File: config.mk
export PLATFORM = sky130hd
export DESIGN_NAME = video_timing_gen
export DESIGN_NICKNAME = d
export VERILOG_FILES = /design/src/rtl/video_timing_gen.sv
export SDC_FILE = /design/constraint.sdc
export NUM_CORES = 1
export LEC_CHECK = 0
export ABC_AREA = 1
export CORE_ASPECT_RATIO = 0.6
export CORE_MARGIN = 2
export CORE_UTILIZATION = 40
export CTS_BUF_LIST = sky130_fd_sc_hd__clkbuf_8 sky130_fd_sc_hd__clkbuf_16
export DETAILED_ROUTE_END_ITERATION = 6
export DONT_BUFFER_PORTS = 1
export PLACE_DENSITY_LB_ADDON = 0.2
export SLEW_MARGIN = 20
export SYNTH_ARGS = -nofsm -noshare
export SYNTH_HDL_FRONTEND = slang
export SYNTH_SLANG_ARGS = --single-unit
export TNS_END_PERCENT = 5
File: constraint.sdc
create_clock -name vo_clk -period 1.3 [get_ports vo_clk]
set_input_delay 0.26 -clock vo_clk [delete_from_list [all_inputs] [get_ports vo_clk]]
set_output_delay 0.26 -clock vo_clk [all_outputs]
set_load 0.01 [all_outputs]
File: src/rtl/video_timing_gen.sv
// Video timing source: free-running raster counters with frame-aligned start/stop,
// registered sync/de/data/coordinate outputs. Define VTG_COLORBAR_EN for 8-bar test pattern.
module video_timing_gen #(
  parameter int H_ACTIVE = 1920,
  parameter int H_FP     = 88,
  parameter int H_SYNC   = 44,
  parameter int H_BP     = 148,
  parameter int V_ACTIVE = 1080,
  parameter int V_FP     = 4,
  parameter int V_SYNC   = 5,
  parameter int V_BP     = 36,
  parameter int HS_POL   = 1,
  parameter int VS_POL   = 1,
  parameter int W_DATA   = 24
) (
  input  logic              vo_clk,
  input  logic              rstn,
  input  logic              en,
  input  logic [W_DATA-1:0] bg_color,
  output logic              vo_vsync,
  output logic              vo_hsync,
  output logic              vo_de,
  output logic [W_DATA-1:0] vo_data,
  output logic [15:0]       vo_x,
  output logic [15:0]       vo_y,
  output logic              frame_start,
  output logic              busy
);

  localparam int H_TOTAL = H_ACTIVE + H_FP + H_SYNC + H_BP;
  localparam int V_TOTAL = V_ACTIVE + V_FP + V_SYNC + V_BP;

  localparam logic [15:0] H_LAST   = 16'(H_TOTAL - 1);
  localparam logic [15:0] V_LAST   = 16'(V_TOTAL - 1);
  localparam logic [15:0] H_ACT    = 16'(H_ACTIVE);
  localparam logic [15:0] V_ACT    = 16'(V_ACTIVE);
  localparam logic [15:0] HS_START = 16'(H_ACTIVE + H_FP);
  localparam logic [15:0] HS_END   = 16'(H_ACTIVE + H_FP + H_SYNC);
  localparam logic [15:0] VS_START = 16'(V_ACTIVE + V_FP);
  localparam logic [15:0] VS_END   = 16'(V_ACTIVE + V_FP + V_SYNC);
  localparam logic        HS_ACT   = 1'(HS_POL);
  localparam logic        VS_ACT   = 1'(VS_POL);

  typedef enum logic [1:0] {
    S_IDLE,
    S_RUN,
    S_STOP
  } state_t;

  state_t      r_state;
  state_t      w_state_nxt;
  logic [15:0] r_hcnt;
  logic [15:0] r_vcnt;
  logic [15:0] w_hcnt_nxt;
  logic [15:0] w_vcnt_nxt;
  logic        w_line_end;
  logic        w_eof;
  logic        w_run;
  logic        w_de;
  logic        w_hs;
  logic        w_vs;
  logic [W_DATA-1:0] w_pix;

  assign w_run = (r_state != S_IDLE);
  assign busy  = w_run;

  always_comb begin
    w_line_end = (r_hcnt == H_LAST);
    w_eof      = w_line_end && (r_vcnt == V_LAST);
    w_hcnt_nxt = w_line_end ? '0 : r_hcnt + 16'd1;
    w_vcnt_nxt = r_vcnt;
    if (w_line_end) begin
      w_vcnt_nxt = (r_vcnt == V_LAST) ? '0 : r_vcnt + 16'd1;
    end
  end

  always_comb begin
    w_state_nxt = r_state;
    case (r_state)
      S_IDLE: if (en) w_state_nxt = S_RUN;
      S_RUN:  if (!en) w_state_nxt = S_STOP;
      S_STOP: begin
        // Stop only takes effect on the last pixel of the frame; en returning earlier resumes seamlessly.
        if (w_eof) w_state_nxt = en ? S_RUN : S_IDLE;
        else if (en) w_state_nxt = S_RUN;
      end
      default: w_state_nxt = S_IDLE;
    endcase
  end

  always_ff @(posedge vo_clk or negedge rstn) begin
    if (!rstn) begin
      r_state <= S_IDLE;
    end else begin
      r_state <= w_state_nxt;
    end
  end

  always_ff @(posedge vo_clk or negedge rstn) begin
    if (!rstn) begin
      r_hcnt <= '0;
      r_vcnt <= '0;
    end else if (!w_run) begin
      r_hcnt <= '0;
      r_vcnt <= '0;
    end else begin
      r_hcnt <= w_hcnt_nxt;
      r_vcnt <= w_vcnt_nxt;
    end
  end

  always_comb begin
    w_de = (r_hcnt < H_ACT) && (r_vcnt < V_ACT);
    w_hs = (r_hcnt >= HS_START) && (r_hcnt < HS_END);
    w_vs = (r_vcnt >= VS_START) && (r_vcnt < VS_END);
  end

`ifdef VTG_COLORBAR_EN
  localparam int          BW      = H_ACTIVE / 8;
  localparam int          CW      = W_DATA / 3;
  localparam logic [15:0] BW_LAST = 16'(BW - 1);

  if (H_ACTIVE < 8) begin : g_bar_width_check
    $error("video_timing_gen: H_ACTIVE must be at least 8 for colour bars");
  end

  logic [15:0] r_bcnt;
  logic [2:0]  r_bidx;
  logic        w_unused_bg;

  assign w_unused_bg = ^bg_color;

  // Bar index tracks hcnt without a divider; the last bar saturates and soaks up the remainder.
  always_ff @(posedge vo_clk or negedge rstn) begin
    if (!rstn) begin
      r_bcnt <= '0;
      r_bidx <= '0;
    end else if (!w_run || w_line_end) begin
      r_bcnt <= '0;
      r_bidx <= '0;
    end else if (r_bidx != 3'd7) begin
      if (r_bcnt == BW_LAST) begin
        r_bcnt <= '0;
        r_bidx <= r_bidx + 3'd1;
      end else begin
        r_bcnt <= r_bcnt + 16'd1;
      end
    end
  end

  // Bar order white,yellow,cyan,green,magenta,red,blue,black maps to R=~i[1], G=~i[2], B=~i[0].
  always_comb begin
    w_pix = W_DATA'({{CW{~r_bidx[1]}}, {CW{~r_bidx[2]}}, {CW{~r_bidx[0]}}});
  end
`else
  always_comb begin
    w_pix = bg_color;
  end
`endif

  always_ff @(posedge vo_clk or negedge rstn) begin
    if (!rstn) begin
      vo_de       <= 1'b0;
      vo_hsync    <= ~HS_ACT;
      vo_vsync    <= ~VS_ACT;
      vo_data     <= '0;
      vo_x        <= '0;
      vo_y        <= '0;
      frame_start <= 1'b0;
    end else if (w_run) begin
      vo_de       <= w_de;
      vo_hsync    <= w_hs ? HS_ACT : ~HS_ACT;
      vo_vsync    <= w_vs ? VS_ACT : ~VS_ACT;
      vo_data     <= w_de ? w_pix : '0;
      vo_x        <= w_de ? r_hcnt : '0;
      vo_y        <= w_de ? r_vcnt : '0;
      frame_start <= w_de && (r_hcnt == '0) && (r_vcnt == '0);
    end else begin
      vo_de       <= 1'b0;
      vo_hsync    <= ~HS_ACT;
      vo_vsync    <= ~VS_ACT;
      vo_data     <= '0;
      vo_x        <= '0;
      vo_y        <= '0;
      frame_start <= 1'b0;
    end
  end

endmodule

==> commit_impl_results.txt, run 1 <==
Record implementation results from latest flow run

- Across all hold checks on the routed design, the worst slack comes to -0.396 ns.
* Register area: 2360 sq um
- Post-CTS setup buffers: 11
* Vertical die size: 83.1 microns
* Highest ir drop seen on vdd: a little under 0.0007 V
- Cell at the slowest stage of the critical path: dfrtp_1
* Met2 GRT Util: 0.293
- The script logs the mean routed wire length per placed instance as 16.4 microns.
* Post-synthesis async set-or-reset flop share: 1.00
* GR Util met3: 0.0788
- Largest class: sequential cells
* First-pass GRT wire length: ~19 mm
- In the final report, the number of endpoints failing setup comes to ~80.
- The tool flagged a number of max-cap violations equal to 0.
- Failing checks: hold timing, setup timing
- Count of instantiated cells in the yosys netlist: 480
- In this run the top signal layer used is met4.
* # resized after CTS: 93
* Setup clock skew after layout: 0.0105 ns
- Status: complete, but fails checks
* Taps Inserted: 135
* Number of multi-input combinational cells: 309
- Min setup slack post-route: -0.229 ns
- CTS tree: done
- Per the synthesis report, the XOR/XNOR share of the synthesized area is 0.0126.
- Drt first-iter violations: 304
* Non-clock inverters: 77
* Part of the Yosys area used for sequential elements: 0.565
- In the global route stage, overall resource usage came out at 0.221.
* Total half-perimeter wirelength after legalization and detailed placement: 8.47 mm
* Portion of netlist area occupied by mux cells: 0
- Power spread over the standard cell area amounts to 1100 nW/um^2.
* Worst path required time: between 1.5 and 2 ns
- In this run the worst setup path terminates at vo_y[2].
- In this run the standard cell core region covers 9980 sq um.
- Of the available clock period, the critical path in the final layout requires 1.18.
- Count of sequential standard cells: approximately 94
* Tally of OpenROAD warnings: 34
- The power report attributes to the clock group a share of 0.392.
* Final Power: approximately 6.6 mW
- Most frequent logic cell in the layout: buf_4
- Endpoints failing hold in the final report were tallied at 94.
* Number of clock-tree buffers in the layout: 9
-- run 1: sequential cells by signal (all words and copies together) (netlist names) --
register     flops
vo_de            1
vo_hsync         1
r_state          2
r_vcnt          16
vo_vsync         1
frame_start      1
r_hcnt          16
vo_y            16
vo_data         24
vo_x            16
-- run 1: power by group through the flow --
stage / combinational [mW] / sequential [mW] / clock [mW]
floorplan: 0.314 / 3.22 / 0
global placement: 0.490 / 3.24 / 0
detailed placement: 0.497 / 3.24 / 0
CTS: 0.729 / 3.18 / 2.65
global route: 0.856 / 3.20 / 2.77
finish: 0.807 / 3.19 / 2.58
-- run 1: worst max-delay path, delay by kind of cell (launching register included) --
family / cells / cell delay (ns)
buffers and inverters: 2 / 0.33
flip-flops: 1 / 0.39
AND/OR/NAND/NOR: 5 / 0.72
Fig. 1: run 1, nets reached from selected ports
Scale: 4 px per micron.
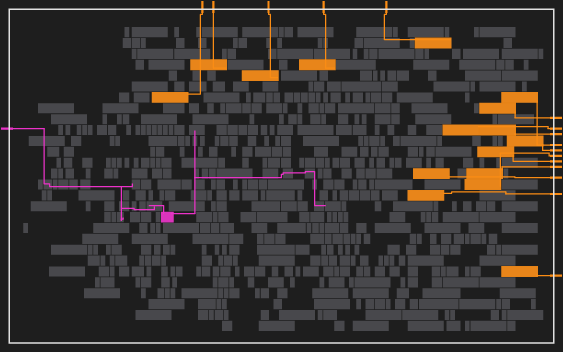
legend:
  magenta:
    port: busy
    bits: 1
    direction: output
    end_cells: 1
    buffers: 1
    wire: 139 microns
  orange:
    port: vo_y
    bits: 16
    direction: output
    end_cells: 16
    buffers: 0
    wire: 262 microns
number of top-level pins: 88
Buffers on Ports: 0

Fig. 2: run 1, placement view
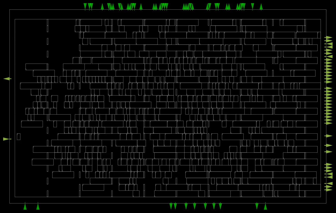
Non-Filler Instances: 746
layout filler cell count: 894

Fig. 3: run 1, signal wires on met1
Scale: 6 px per micron. Supply wires on this layer in gray.
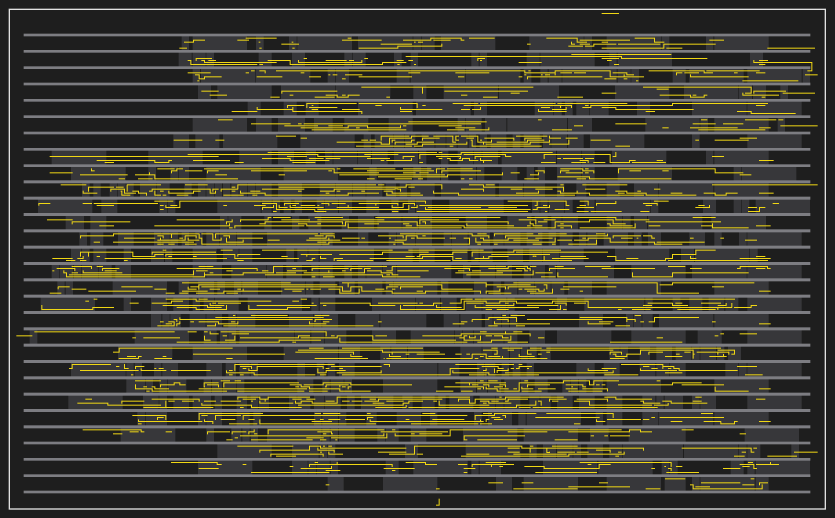
nets with wire on the layer: 584
share of all routed wire: 51%
wire length on this layer: 6170 microns
longest straight run: 43.2 microns
via count of the routed design: 3589
met1 capacity usage during global routing: 0.342
routed wire length: 12.2 mm

==> run 2, diff against run 1 <==
--- a/config.mk
+++ b/config.mk
@@ -6,6 +6,7 @@
 export NUM_CORES = 1
 export LEC_CHECK = 0
 export ABC_AREA = 1
+export ABC_CLOCK_PERIOD_IN_PS = 1300
 export CORE_ASPECT_RATIO = 0.6
 export CORE_MARGIN = 2
 export CORE_UTILIZATION = 40
Fig. 4: run 2, cell area per tile
Scale: 4 px per micron. 14 x 8 tiles, from dark blue (low) to red (high), 0 to 100% covered.
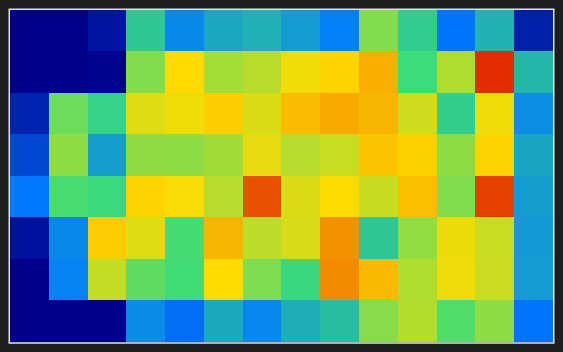
mean over tiles: 52%
fullest tile: 95%
tiles over 75% full: 19%
nearly empty tiles: 8.0%
densest ninth of the die: center
floorplan core density: 0.417
Core Region: 9980 sq um
post-layout util: 0.600

==> run 2 against run 1 <==
  * The run still ends with hold timing, setup timing left
  * Sequential share of layout area stayed put
  * Hold slack stayed put
  * Final cell count stayed put
  * Clock power hardly changed
  * Highest routed layer unchanged
==> commit_impl_results.txt, run 2 <==
Record implementation results from latest flow run

* Yosys warning tally: 0
- Combinational group power: 0.807 mW (about the same)
- The proportion of synthesized area in mux cells was 0 (unchanged).
- Reg with most FFs: vo_data
- The die height is 83.1 microns (unchanged).
* Final critical-path required period: 1.53 ns
* Clock Root Buffer: clkbuf_16
* # resized after CTS: 93 (unchanged)
* Wire length per cell: 16.4 microns (unchanged)
- The via count of the first global-routing pass was 3432.
- TritonCTS built the clock tree.
- Power in sequential cells: 3.19 mW (about the same)
* Dominant logic cell types in the final layout: 94 x buf_4, 91 x dfrtp_1, 68 x nand2_1
- Entering global routing, the biggest net connects 95 pins.
* Tally of OpenROAD warnings: 34 (unchanged)
- The detailed router used layers up to and including met4.
* Min setup slack post-route: -0.229 ns (unchanged)
- The total power divided by cell area came to 1100 nW/um^2 (unchanged).
- Number of buffers created by CTS: 9
- Number of buffers on the longest clock path: 2
* Clock Power Share: 0.392 (about the same)
- Met2 GRT Util: 0.293 (unchanged)
- The required time at the endpoint of the critical path is 1.57 ns (about the same).
- For reference, the critical path cell chain is nor2_2 > nand2_2 > nor3_4 > nand4_4 > buf_12 > buf_12 > nor2_1.
- Setup clock skew after layout: 0.0105 ns (unchanged)
* Global placer's final weighted congestion: 0.941
* Drt first-iter violations: 304 (unchanged)
* Smallest hold slack: -0.396 ns (unchanged)
- The wire length of the first global-routing pass came to 18.8 mm (unchanged).
- Sorting the synthesized cells by area gives the leading types as dfrtp_1 56%, nor2_1 8.4%, nand2_1 7.4%.
- The number of endpoints failing setup at the final stage came to 80 (unchanged).
* Cell at the slowest stage of the critical path: dfrtp_1
* Number of placement rows: 28
- Switch share: 0.270
- Number of buffer and inverter stages on the critical path: 2 (unchanged)
- The number of top-level design ports was 88 (unchanged).
- Non-Filler Instances: 746 (unchanged)
* Status: complete, but fails checks
- The number of fillers in the final layout was 894 (unchanged).
* Post-synthesis share of cell area spent on xor and xnor gates: 0.0126 (unchanged)
* Failing checks: hold timing, setup timing
- Post-synthesis async set-or-reset flop share: 1.00 (unchanged)
- The fraction of the cycle the final worst path needs was 1.18 (unchanged).
- The maximum VDD drop came to 0.000690 V (unchanged).
- The number of flip-flops in the largest register was 24 (unchanged).
* Register area: 2360 sq um (unchanged)
- The flow measured a signed area growth from synthesis to layout of 43.8%.
* Die area: roughly 11000 sq um
- Kind of start point of the critical path: flip-flop
* Htree depth: 3
- NumNets Final: 638
- The die is between 100 and 150 microns wide.
- Most frequent cell after synthesis: dfrtp_1
- Per the detail_route log, met3 wirelength is 1.01 mm.
- The total power of the final layout came to 6.57 mW (unchanged).
* GR Util met3: 0.0788 (unchanged)
- In the power breakdown, the internal column shows 4.80 mW.
* Clock group total power: 2.58 mW (about the same)
- The count of vias placed by the detailed router was 3589 (unchanged).
- The max-cap violation count was 0 (unchanged).
- Crit path max-delay family: simple AND/OR/NAND/NOR gates
* Total half-perimeter wirelength after legalization and detailed placement: 8.47 mm (unchanged)
- In the synthesized netlist, the dominant kind of combinational cell is simple AND/OR/NAND/NOR gates.
* Count of instantiated cells in the yosys netlist: 480 (unchanged)
- The cell-mix breakdown from Yosys lists the compound-gate area share as 0.0342.
- The synthesized netlist occupies a cell area of 4170 sq um.
- Number of hold-slack violations in the final timing report: 94 (unchanged)
- The top cell type in the final layout, fill and taps aside, is buf_4.
- The synthesis stat section lists a flop and latch total of about 94.
- The synthesis run shows the most used standard cells to be 94 x dfrtp_1, 93 x nor2_1, 82 x nand2_1.
* Met1 capacity usage during global routing: 0.342 (unchanged)
- The leakage power in the latest report is 3.01 nW.
* Main power group: sequential cells
- For this block, wires on met1 add up to 6.17 mm.
* Post-CTS setup buffers: 11 (unchanged)
* Routed wire length: 12.2 mm (unchanged)
- The number of buffers added on ports is 0 (unchanged).
- The sequential area share after synthesis was 0.565 (unchanged).
- The global-route usage over all layers was 0.221 (unchanged).
- The area fraction of the largest cell type after synthesis is 0.565.
run 2: how the worst max path moves through the flow:
| stage | start | to | cells after the start |
|---|---|---|---|
| finish | r_vcnt[14] | vo_y[2] | 7 |
| global route | r_hcnt[1] | r_hcnt[12] | 9 |
| CTS | r_state[1] | busy | 4 |
| detailed placement | r_vcnt[8] | r_vcnt[14] | 8 |
| global placement | r_vcnt[8] | r_vcnt[13] | 8 |
| floorplan | r_hcnt[0] | r_hcnt[12] | 9 |
run 2: area by class of cell:
| type | count | area share |
|---|---|---|
| sequential | 94 | 0.393 |
| multi-input combinational | 309 | 0.304 |
| timing repair buffer | 115 | 0.176 |
| inverter | 77 | 0.0499 |
| clock buffer | 9 | 0.0376 |
| tap | 135 | 0.0282 |
| clock inverter | 7 | 0.0109 |
==> run 3, diff against run 2 <==
--- a/config.mk
+++ b/config.mk
@@ -13,6 +13,7 @@
 export CTS_BUF_LIST = sky130_fd_sc_hd__clkbuf_8 sky130_fd_sc_hd__clkbuf_16
 export DETAILED_ROUTE_END_ITERATION = 6
 export DONT_BUFFER_PORTS = 1
+export GPL_TIMING_DRIVEN = 0
 export PLACE_DENSITY_LB_ADDON = 0.2
 export SLEW_MARGIN = 20
 export SYNTH_ARGS = -nofsm -noshare
Fig. 5: run 3, signal wires on met1
Scale: 6 px per micron. Supply wires on this layer in gray.
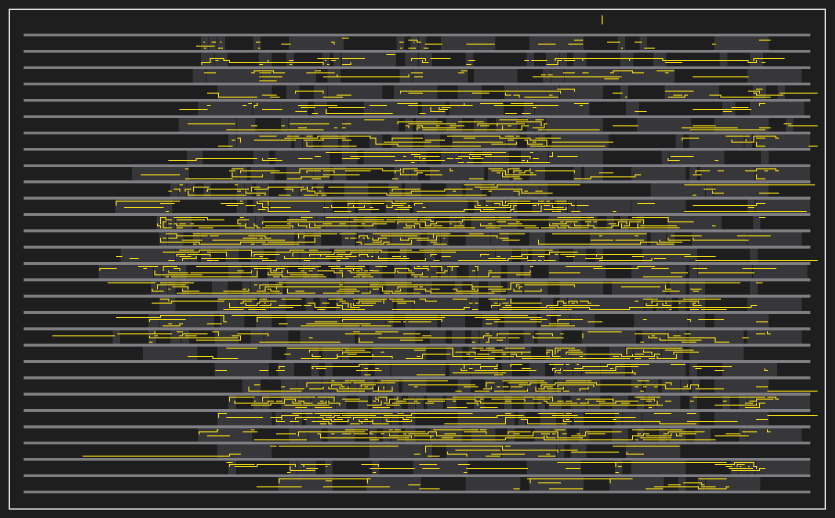
wire length on this layer: 4920 microns
nets with wire on the layer: 529
main direction: horizontal
routed wire length: 10.8 mm
via count of the routed design: 3462
met1 capacity usage during global routing: 0.284

==> run 3 against run 2 <==
  * Synthesized cell count stayed put
  * First-iteration DRC count shrank 0.99%
  * Clock power fell by 2%
  * Combinational power shrank 23%
  * Worst setup slack improved by 0.039 ns
  * Sequential share of layout area increased by 4.1 points
  * Sequential power barely moved
  * Largest cell class unchanged
  * The flow still finishes with violations (hold timing, setup timing)
==> commit_impl_results.txt, run 3 <==
Record implementation results from latest flow run

- The run finished, with violations left.
- Failing checks: hold timing, setup timing
- Buffers on Ports: 0 (unchanged)
- First-pass GRT wire length: 16.9 mm (-10%)
* Count of instantiated cells in the yosys netlist: 480 (unchanged)
- # resized after CTS: 66 (-29%)
* Smallest hold slack: -0.389 ns (+0.00621 ns)
- In this run the worst setup path begins at r_hcnt[1].
- Uppermost routed layer: met4
- Post-layout util: 0.546 (-0.0540)
* Worst path required time: 1.56 ns (about the same)
* Metal-1 WL: 4.92 mm (-20%)
* Metal3 WL: 1.01 mm (-0.20%)
* Post-CTS setup buffers: 26 (+15)
- Tcrit/Tclk final: 1.15 (-0.0299)
* Clock Power Share: 0.400 (+0.008)
- Power in sequential cells: 3.19 mW (about the same)
- The maximum number of pins on one net before global-route repair is 95 (unchanged).
* Part of the Yosys area used for sequential elements: 0.565 (unchanged)
* Htree depth: 3 (unchanged)
* Die width: 136 microns (unchanged)
* Wire length per cell: 15.6 microns (-4.4%)
- Total half-perimeter wirelength after legalization and detailed placement: 7.06 mm (-17%)
- Number of hold-slack violations in the final timing report: 94 (unchanged)
- Number of buffers created by CTS: 9 (unchanged)
* Clock Root Buffer: clkbuf_16
- Max-area cell share: 0.565 (unchanged)
* Tally of OpenROAD warnings: 34 (unchanged)
- The chip area was 11300 sq um (unchanged).
- The clock network power was 2.54 mW (-2%).
* Main power group: sequential cells
- The minimum setup slack in the final design was -0.190 ns (+0.0389 ns).
- Total routing usage reported by global routing: 0.194 (-0.0273)
* Number of top-level pins: 88 (unchanged)
- The met3 routing resource usage after global routing was 0.0659 (-0.0128).
- Combined area of all synthesized cells: 4170 sq um (unchanged)
* Final tally of setup violations: 80 (unchanged)
- The flop and latch count out of synthesis is 94 (unchanged).
## run 3: cell count changes in the layout (fill, tap and decap cells not counted), sizes merged
cell,before,now
inv,80,82
buf,113,57
clkinv,4,2
dlygate4sd3,1,0
clkbuf,10,9
nor2,116,117
## run 3: final cells by class
type / count / area share
tap: 135 / 0.0310
multi-input combinational: 310 / 0.333
buffer: 9 / 0.0213
timing repair buffer: 48 / 0.0721
clock buffer: 9 / 0.0413
inverter: 77 / 0.0558
sequential: 94 / 0.434
clock inverter: 7 / 0.0115
## run 3: worst max-delay path: stages (launching register included)
cell and delay (ns):
dfrtp_1 0.40, ha_4 0.16, nand3_1 0.13, inv_1 0.10, nand3_2 0.14, nor2_4 0.26, nand4_1 0.12, o21ai_0 0.10

==> screenshots <==
Drive-strength map.
Scale: 4 px per micron.
(a)
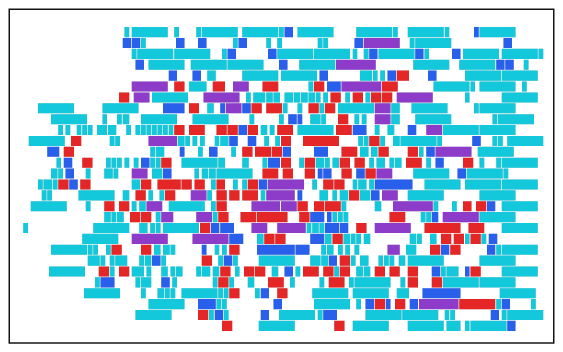
(b)
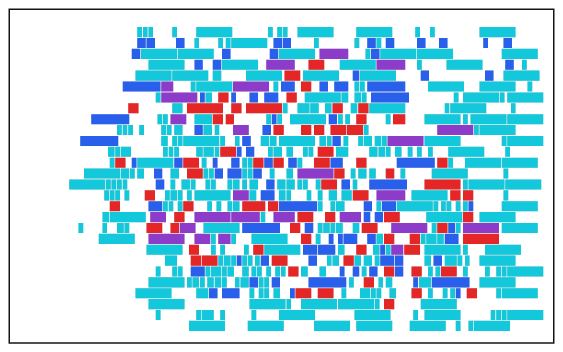
For run 3, see (b).
For run 1, see (a).

Key to (b):
legend:
  purple:
    size: x6 and larger
    cells: 25
    share: 4.5%
    most_used: clkbuf_16
  red:
    size: x3 and x4
    cells: 74
    share: 13%
    most_used: buf_4
  cyan:
    size: x1 and smaller
    cells: 359
    share: 65%
    most_used: dfrtp_1
  blue:
    size: x2
    cells: 96
    share: 17%
    most_used: nor2_2

Power is estimated from default activity; no workload was simulated.
